**Clock wiring as the flow saved it**

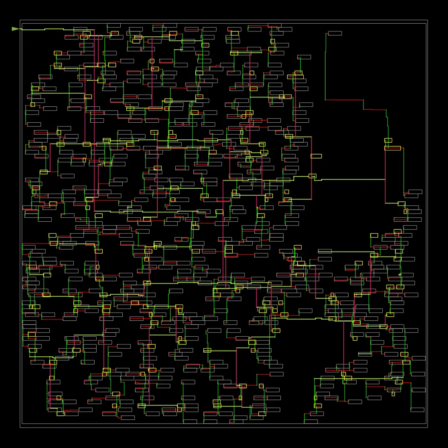
**Clock wires, drivers and flops**

Scale: 1 px per µm.
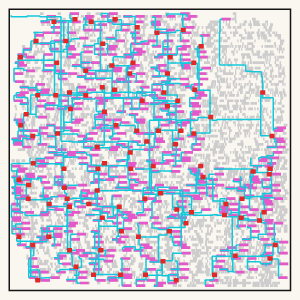
===== src/rtl/multicycle_data_path.sv =====
// rtl/multicycle_data_path.sv - multicycle FETCH/DECODE/EXECUTE/MEM/WB CPU datapath
// Optional instruction counter port instr_count enabled by macro MCDP_PERF_CNT_EN.
module multicycle_data_path #(
  parameter int WIDTH    = 24,
  parameter int PC_STEP  = 4,
  parameter int RESET_PC = 0
) (
  input  logic             clk,
  input  logic             rst,
  output logic             mem_req,
  output logic             mem_we,
  output logic [WIDTH-1:0] mem_addr,
  output logic [WIDTH-1:0] mem_wdata,
  input  logic [WIDTH-1:0] mem_rdata,
  input  logic             mem_ack,
  output logic [WIDTH-1:0] pc,
  output logic [2:0]       state,
  output logic [3:0]       flags
`ifdef MCDP_PERF_CNT_EN
  ,
  output logic [31:0]      instr_count
`endif
);

  typedef enum logic [2:0] {
    S_FETCH   = 3'd0,
    S_DECODE  = 3'd1,
    S_EXECUTE = 3'd2,
    S_MEM     = 3'd3,
    S_WB      = 3'd4
  } state_t;

  localparam logic [WIDTH-1:0] STEP = WIDTH'(PC_STEP);

  state_t           state_q, state_n;
  logic [23:0]      ir;
  logic [WIDTH-1:0] a_q, b_q, wd_q, alu_out, mdr;
  logic [WIDTH-1:0] regs [16];
  logic             cond_ok_q;

  logic [2:0]       cond;
  logic [1:0]       op;
  logic [3:0]       funct, rd, rn, rm;
  logic [WIDTH-1:0] imm, br_off, addr_sum, pc_inc;
  logic [WIDTH-1:0] alu_b, alu_y;
  logic             alu_c, alu_v, cond_pass;

  assign cond  = ir[23:21];
  assign op    = ir[20:19];
  assign funct = ir[18:15];
  assign rd    = ir[14:11];
  assign rn    = ir[10:7];
  assign rm    = ir[6:3];

  assign imm      = {{(WIDTH-7){1'b0}}, ir[6:0]};
  assign br_off   = {{(WIDTH-19){ir[18]}}, ir[18:0]} << 2;
  assign addr_sum = a_q + imm;
  assign pc_inc   = pc + STEP;

  assign state     = state_q;
  assign mem_wdata = wd_q;

  // flags bit order is N,Z,C,V from msb down
  always_comb begin
    case (cond)
      3'b000:  cond_pass = 1'b1;
      3'b001:  cond_pass = flags[2];
      3'b010:  cond_pass = !flags[2];
      3'b011:  cond_pass = flags[3] ^ flags[0];
      3'b100:  cond_pass = !(flags[3] ^ flags[0]);
      default: cond_pass = 1'b0;
    endcase
  end

  // C on subtract is the borrow out, so equal operands leave C clear
  always_comb begin
    alu_b = funct[3] ? imm : b_q;
    alu_y = '0;
    alu_c = 1'b0;
    alu_v = 1'b0;
    case (funct[2:1])
      2'b00: begin
        {alu_c, alu_y} = {1'b0, a_q} + {1'b0, alu_b};
        alu_v = (a_q[WIDTH-1] == alu_b[WIDTH-1]) && (alu_y[WIDTH-1] != a_q[WIDTH-1]);
      end
      2'b01: begin
        {alu_c, alu_y} = {1'b0, a_q} - {1'b0, alu_b};
        alu_v = (a_q[WIDTH-1] != alu_b[WIDTH-1]) && (alu_y[WIDTH-1] != a_q[WIDTH-1]);
      end
      2'b10:   alu_y = a_q & alu_b;
      default: alu_y = a_q | alu_b;
    endcase
  end

  always_comb begin
    state_n  = state_q;
    mem_req  = 1'b0;
    mem_we   = 1'b0;
    mem_addr = pc;
    case (state_q)
      S_FETCH: begin
        mem_req = 1'b1;
        if (mem_ack) state_n = S_DECODE;
      end
      S_DECODE: state_n = S_EXECUTE;
      S_EXECUTE: begin
        case (op)
          2'b00:   state_n = S_WB;
          2'b01:   state_n = cond_pass ? S_MEM : S_FETCH;
          default: state_n = S_FETCH;
        endcase
      end
      S_MEM: begin
        mem_req  = 1'b1;
        mem_we   = funct[0];
        mem_addr = alu_out;
        if (mem_ack) state_n = funct[0] ? S_FETCH : S_WB;
      end
      S_WB:    state_n = S_FETCH;
      default: state_n = S_FETCH;
    endcase
    // state sits at FETCH during reset; the request must not leak out
    if (rst) begin
      mem_req = 1'b0;
      mem_we  = 1'b0;
    end
  end

  always_ff @(posedge clk or posedge rst) begin
    if (rst) begin
      state_q   <= S_FETCH;
      pc        <= WIDTH'(RESET_PC);
      flags     <= '0;
      ir        <= '0;
      a_q       <= '0;
      b_q       <= '0;
      wd_q      <= '0;
      alu_out   <= '0;
      mdr       <= '0;
      cond_ok_q <= 1'b0;
      for (int i = 0; i < 16; i++) regs[i] <= '0;
    end else begin
      state_q <= state_n;
      case (state_q)
        S_FETCH: if (mem_ack) ir <= mem_rdata[23:0];
        S_DECODE: begin
          a_q  <= regs[rn];
          b_q  <= regs[rm];
          wd_q <= regs[rd];
        end
        S_EXECUTE: begin
          cond_ok_q <= cond_pass;
          case (op)
            2'b00: begin
              alu_out <= alu_y;
              if (funct[0] && cond_pass)
                flags <= {alu_y[WIDTH-1], (alu_y == '0), alu_c, alu_v};
            end
            2'b01: begin
              alu_out <= addr_sum;
              if (!cond_pass) pc <= pc_inc;
            end
            2'b10:   pc <= cond_pass ? pc_inc + br_off : pc_inc;
            default: pc <= pc_inc;
          endcase
        end
        S_MEM: begin
          if (mem_ack) begin
            if (funct[0]) pc <= pc_inc;
            else          mdr <= mem_rdata;
          end
        end
        S_WB: begin
          if (cond_ok_q) regs[rd] <= (op == 2'b01) ? mdr : alu_out;
          pc <= pc_inc;
        end
        default: ;
      endcase
    end
  end

`ifdef MCDP_PERF_CNT_EN
  always_ff @(posedge clk or posedge rst) begin
    if (rst)
      instr_count <= '0;
    else if ((state_q == S_EXECUTE || state_q == S_MEM || state_q == S_WB) && state_n == S_FETCH)
      instr_count <= instr_count + 32'd1;
  end
`endif

endmodule


===== config.mk =====
export PLATFORM = sky130hd
export DESIGN_NAME = multicycle_data_path
export DESIGN_NICKNAME = d
export VERILOG_FILES = /design/src/rtl/multicycle_data_path.sv
export SDC_FILE = /design/constraint.sdc
export NUM_CORES = 2
export LEC_CHECK = 0
export ABC_AREA = 1
export CELL_PAD_IN_SITES_DETAIL_PLACEMENT = 0
export CELL_PAD_IN_SITES_GLOBAL_PLACEMENT = 1
export CORE_UTILIZATION = 48
export CTS_BUF_LIST = sky130_fd_sc_hd__clkbuf_4 sky130_fd_sc_hd__clkbuf_8
export DETAILED_ROUTE_END_ITERATION = 8
export PLACE_DENSITY_LB_ADDON = 0.15
export SLEW_MARGIN = 5
export SYNTH_ARGS = -nofsm -noshare
export SYNTH_HDL_FRONTEND = slang
export SYNTH_SLANG_ARGS = --single-unit

===== constraint.sdc =====
create_clock -name clk -period 29.1 [get_ports clk]
set_input_delay 7.275 -clock clk [delete_from_list [all_inputs] [get_ports clk]]
set_output_delay 7.275 -clock clk [all_outputs]
set_load 0.02 [all_outputs]

==> summary.txt <==
Max power group -> combinational cells
Hold Slack -> 480.8 ps
Synth logic family -> AND-OR/OR-AND gates
Overall power -> 5448 µW
Most instantiated logic cells after routing -> nand2_1, o21ai_0, dfrtp_1, inv_1, nor2_1
Wire per inst -> 25.78 µm
I/O Buffers -> 105
Tot GR Track Use -> 39.99%
Mapped Cells -> 5129
Critical path buffers and inverters -> 2
Seq cells post-synth -> 558
Top-area cell share -> 37.70%
Vias -> 38612
Reg-to-reg endpoint -> alu_out[18]$_DFFE_PP0P_
Initial antenna violation count -> 9
WL met2 -> 69430 µm
Commonest flop -> dfrtp_1
Worst path cell trace -> clkdlybuf4s50_1, nor3_1, clkdlybuf4s50_1
Worst Hold Endpoint -> mem_wdata[16]$_DFFE_PP0P_
Fp_density -> 48.61%
Worst path slowest cell -> clkdlybuf4s50_1
Worst vdd rail ir drop -> 0.00009461 V
Most frequent logic cell in the layout -> nand2_1
Top Ports -> 108
Register Area -> 0.01398 mm²
CTS tree -> yes
Uppermost routed layer -> met5
Layout cell share with drive strength beyond 1 -> 7.076%
Die height -> 279.8 µm
Rows -> 101
Top-count cell post-synth -> nand2_1
Die Width -> 279.8 µm
Clock root cell -> clkbuf_8
FF-to-FF setup slack -> 24230 ps
Met1 WL -> 63360 µm
Outcome -> finished clean
Largest net degree at the start of global routing -> 96
Worst hold start -> mem_wdata[16]$_DFFE_PP0P_
Post-synth top cells -> nand2_1, o21ai_0, dfrtp_1
Fin Setup TNS -> 0 ps
Post-DRT Antenna Nets -> 0
Via density -> 6.278
Final hold viol count -> 0
WL met3 -> 17160 µm
Yosys adder share -> 3.932%
CP Class -> in2out
Global-route wire length before repair -> 233600 µm
About 'clock wiring as the flow saved it':
clock skew: 59.42 ps
# clock sinks: 558
Num CTS Buffers: 101

About 'clock wires, drivers and flops':
- clock drivers: red (count 101)
- flip-flops: magenta (count 558)
- clock wires: cyan (length 8800 µm)
- routed clock nets: 102
- flops lie: all over the die
Late-Pin Clk Latency: 760 ps
clock network power: 812 µW
Clock Power Share: 14.9%

==> area by class of cell <==
cell class	count	area share (%)
multi-input cells	3715	48.76
flip-flops and latches	558	34.30
clock buffers	158	4.830
inverters	486	4.538
repair buffers	178	3.924
well taps	1030	3.163
clock inverters	21	0.4606
diodes	4	0.02456
==> worst register-to-register path, delay by kind of cell (launching register included) <==
family	cells	cell delay [ps]
DFF	1	860
and+or+nand+nor	6	1460
buffers and inverters	2	1100
AOI/OAI and AO/OA	5	940
adders and majority gates	1	380
==> cell families (layout without fill, tap and decap cells) <==
group                      Yosys count  in the layout
DFF                                558            558
AOI/OAI and AO/OA                 1861           1861
adders and majority gates          114            114
xor gates and xnor gates            35             35
other                                1              6
buffers and inverters              857            843
muxes                               26             26
and+or+nand+nor                   1677           1677
Power figures rest on the tool's default switching activity, not on a simulated workload.
